===== config.mk =====
export PLATFORM = sky130hd
export DESIGN_NAME = ex_operand_stage
export DESIGN_NICKNAME = d
export VERILOG_FILES = /design/src/rtl/ex_operand_stage.sv
export SDC_FILE = /design/constraint.sdc
export NUM_CORES = 1
export LEC_CHECK = 0
export CAP_MARGIN = 20
export CELL_PAD_IN_SITES_DETAIL_PLACEMENT = 0
export CELL_PAD_IN_SITES_GLOBAL_PLACEMENT = 1
export CORE_UTILIZATION = 28
export DETAILED_ROUTE_END_ITERATION = 6
export GPL_TIMING_DRIVEN = 0
export PLACE_DENSITY_LB_ADDON = 0.1
export SYNTH_ARGS = -nofsm -noshare
export SYNTH_HDL_FRONTEND = slang
export SYNTH_SLANG_ARGS = --single-unit

===== constraint.sdc =====
create_clock -name clk -period 3.5 [get_ports clk]
set_input_delay 1.05 -clock clk [delete_from_list [all_inputs] [get_ports clk]]
set_output_delay 1.05 -clock clk [all_outputs]
set_load 0.005 [all_outputs]

===== src/rtl/ex_operand_stage.sv =====
// ex_operand_stage: ID/EX pipeline register with MEM/WB operand forwarding
// and single-cycle load-use bubble insertion, feeding the ALU directly.
module ex_operand_stage #(
    parameter int width = 32
) (
    input  logic             clk,
    input  logic             reset_n,
    input  logic [width-1:0] RD1D,
    input  logic [width-1:0] RD2D,
    input  logic [width-1:0] ImmExtD,
    input  logic [4:0]       Rs1D,
    input  logic [4:0]       Rs2D,
    input  logic [4:0]       RdD,
    input  logic [2:0]       ALUControlD,
    input  logic             ALUSrcD,
    input  logic             RegWriteD,
    input  logic             MemReadD,
    input  logic             ValidD,
    input  logic             StallE,
    input  logic             FlushE,
    input  logic [4:0]       RdM,
    input  logic             RegWriteM,
    input  logic [width-1:0] ALUResultM,
    input  logic [4:0]       RdW,
    input  logic             RegWriteW,
    input  logic [width-1:0] ResultW,
    output logic [width-1:0] SrcAE,
    output logic [width-1:0] SrcBE,
    output logic [width-1:0] WriteDataE,
    output logic [2:0]       ALUControlE,
    output logic [4:0]       RdE,
    output logic             RegWriteE,
    output logic             MemReadE,
    output logic             ValidE,
    output logic             LoadUseStall
);
    logic [width-1:0] rd1_e, rd2_e, imm_e, fwd_a, fwd_b;
    logic [4:0]       rs1_e, rs2_e;
    logic             alu_src_e, bubble;

    assign LoadUseStall = MemReadE & ValidE & (RdE != 5'd0) & ((RdE == Rs1D) | (RdE == Rs2D))
                          & ~StallE & ~FlushE;
    assign bubble = FlushE | LoadUseStall;

    always_ff @(posedge clk or negedge reset_n) begin
        if (!reset_n) begin
            rd1_e       <= '0;
            rd2_e       <= '0;
            imm_e       <= '0;
            rs1_e       <= '0;
            rs2_e       <= '0;
            RdE         <= '0;
            ALUControlE <= '0;
            alu_src_e   <= 1'b0;
            RegWriteE   <= 1'b0;
            MemReadE    <= 1'b0;
            ValidE      <= 1'b0;
        end else if (bubble) begin
            rd1_e       <= '0;
            rd2_e       <= '0;
            imm_e       <= '0;
            rs1_e       <= '0;
            rs2_e       <= '0;
            RdE         <= '0;
            ALUControlE <= '0;
            alu_src_e   <= 1'b0;
            RegWriteE   <= 1'b0;
            MemReadE    <= 1'b0;
            ValidE      <= 1'b0;
        end else if (!StallE) begin
            rd1_e       <= RD1D;
            rd2_e       <= RD2D;
            imm_e       <= ImmExtD;
            rs1_e       <= Rs1D;
            rs2_e       <= Rs2D;
            RdE         <= RdD;
            ALUControlE <= ALUControlD;
            alu_src_e   <= ALUSrcD;
            RegWriteE   <= RegWriteD & ValidD;
            MemReadE    <= MemReadD & ValidD;
            ValidE      <= ValidD;
        end
    end

    // MEM result is newer than WB, so it wins; x0 always reads the register value
    always_comb begin
        fwd_a = (RegWriteM && RdM != 5'd0 && RdM == rs1_e) ? ALUResultM :
                (RegWriteW && RdW != 5'd0 && RdW == rs1_e) ? ResultW : rd1_e;
        fwd_b = (RegWriteM && RdM != 5'd0 && RdM == rs2_e) ? ALUResultM :
                (RegWriteW && RdW != 5'd0 && RdW == rs2_e) ? ResultW : rd2_e;
    end

    assign SrcAE      = fwd_a;
    assign WriteDataE = fwd_b;
    assign SrcBE      = alu_src_e ? imm_e : fwd_b;
endmodule


==> run notes <==
The layout was made with Yosys and OpenROAD.

The maximum cell stage delay along the critical path is 560 ps. The hold-critical path endpoint is imm_e[14]. The post-synthesis adder-cell area fraction is 0. The antenna cell count is 1.

The share of synthesized area in the top cell type comes to 0.4340. The critical path buffer and inverter count is 6. The leading cell category by total area is non-clock buffers. The final number of hold-violating endpoints is 0. Listed in order, past its start point the critical path passes buf_8 > or4_4 > o211ai_4 > buf_12 > or2_1 > buf_6 > buf_12 > buf_12 > a31oi_4 > mux2_4 > buf_6. Setup repair after global routing could not meet its margin everywhere. The most common cell after layout, fill and taps aside is sky130_fd_sc_hd__clkdlybuf4s50_1.

The post-route total power is 4.370 mW. The mean instance size in the synthesized netlist is 10.50 um^2. The final RePlAce weighted congestion is 0.8188.

The register share of total power is 0.343. The met3 wirelength from detailed routing is 2225 um. Before any placement, the netlist area is recorded as 0.006804 mm^2. Sorting the synthesized cells by area gives the leading types as sky130_fd_sc_hd__dfrtp_1, sky130_fd_sc_hd__a32o_1, sky130_fd_sc_hd__mux2_2. Of the total synthesized cell area, the portion taken by AND-OR and OR-AND cells is 0.2731.

The CTS buffer count is 17. The combinational group share of total power is 0.271. The number of cells after detailed placement is 1,271. Looking at the reg2reg group, the worst path ends at ValidE.

The overall chip area is 0.02493 mm^2. Tap insertion was completed with 319 tapcells. Per the OpenROAD power report, switching power amounts to 1.231 mW. The mux cell area share after synthesis is 0.1000. The layout report gives the multi-input gate share of total cell area as 0.3429. The power group with the highest consumption is the clock network. The final worst-path setup slack is -637.3 ps.

The iteration count recorded for the first detailed-route pass is 5. The power density normalized to cell area is 344.5 mW/mm^2. The power report lists the clock group at 1.68 mW. With fillers left out, the area of the finished cells amounts to 0.01269 mm^2. Per the synth log, the flip-flop and latch total comes to 118. The number of buffers on the longest clock path is 2. According to the cell report, the number of logic gates is 453. According to the I/O placement log, the pin count is 306.

The initial antenna violation count is 3. The most popular library cell in the synthesized design by count is sky130_fd_sc_hd__dfrtp_1. The die height is 157.9 um. The cell that appears most often on the critical path is sky130_fd_sc_hd__buf_12. Per the Yosys statistics, synthesis produced 648 cells. When the netlist entered floorplanning its net count stood at 846. The worst-case hold slack is 489.5 ps. The net count reported at finish is 1,245. The critical hold path startpoint is imm_e[14]. The flow ran to the end, but the final reports show violations. The power report attributes to the clock group a share of 0.385. The number of core rows is 56. The clock tree from TritonCTS is yes.

The sequential share of the synthesized area is 0.4340. Measured in cells, the most critical reg-to-reg path has a length of 7. The total congestion overflow is 0. The startpoint of the most critical register-to-register path is RdE[3]. The final reports fail on negative setup slack. Entering global routing, the biggest net connects 81 pins. The area reported by Yosys stat is 0.006804 mm^2. The floorplan step records an initial core utilization of 0.2873. The final timing report counts setup violations totalling 96. The number of unique standard cell types used by synthesis is 34. The total area inside the core boundary comes to 0.02368 mm^2. The root buffer cell is sky130_fd_sc_hd__clkbuf_16. Summed over all instances, the cell type with the most area after synthesis is sky130_fd_sc_hd__dfrtp_1. The post-CTS setup-driven buffer insertion count is 61. The via count of the first global-routing pass is 7,667. The global-route layer with the greatest usage is met2. Between the synthesized netlist and the finished layout, the area growth was recorded as 86.45%. The first-pass GRT wire length is 47,610 um. The arrival time of data at the worst endpoint is listed as 3090 ps. The commonest register cell after synthesis is sky130_fd_sc_hd__dfrtp_1. The master of the slowest instance on the critical path is sky130_fd_sc_hd__or4_4.

On the reported timing paths, the clock transition at the registers reads 50 ps. The top logic cell family in the synthesized netlist is AND-OR/OR-AND gates. The internal power summed over all cells is 3.139 mW. Routed signal wires occupy layers up through met5. Per the layout area report, the combinational gate area comes to 0.004350 mm^2.
==> images/metal_density.png <==
Drawn at 2 px/um. 32 x 32 tiles, from black (low) to pale yellow (high), scaled to the fullest tile. Values are wire area over tile area, all layers added.
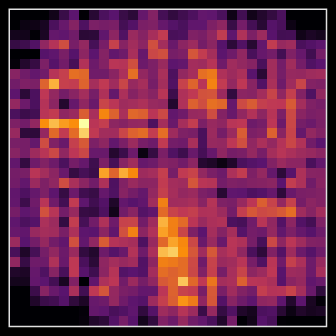
The fullest tile reaches 0.61. The emptiest ninth of the die: south-west. 17% of the tiles are over half the peak.
Total Routed Length: 32,660 um
count of vias placed by the detailed router: 7,423
total global-route track usage: 0.2621
wire length per cell after detailed routing: 23.66 um

==> images/sizes.png <==
Drawn at 3 px/um.
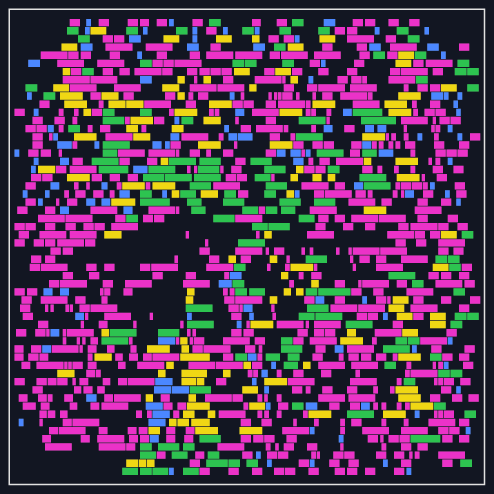
Magenta stands for _0 and _1 cells, cells 677, share 64%. Green stands for _6 and larger, cells 136, share 13%. Yellow stands for _3 and _4 cells, cells 120, share 11%. Blue stands for _2 cells, cells 127, share 12%.

==> images/flops_by_reg.png <==
Drawn at 2 px/um.
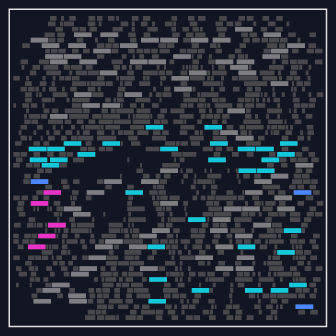
Magenta stands for `RdE`, flops 5. Blue stands for `ALUControlE`, flops 3. Cyan stands for `rd1_e`, flops 32.
Another 78 sequential cells are not coloured.
FF/Latch Area: 0.002953 mm^2
Final Util: 0.5357

==> images/clocks.png <==
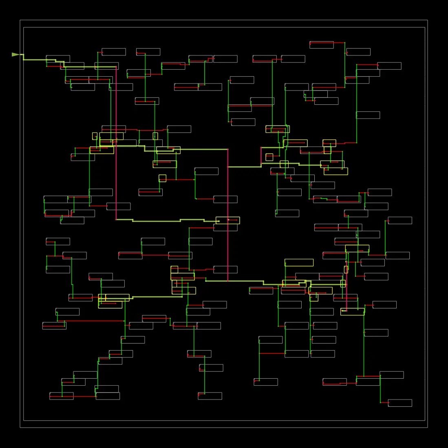
num sequential: 118
Clk Latency, worst-skew pair: 420 ps
Worst Clk Skew: 10.89 ps

Power figures rest on the tool's default switching activity, not on a simulated workload.
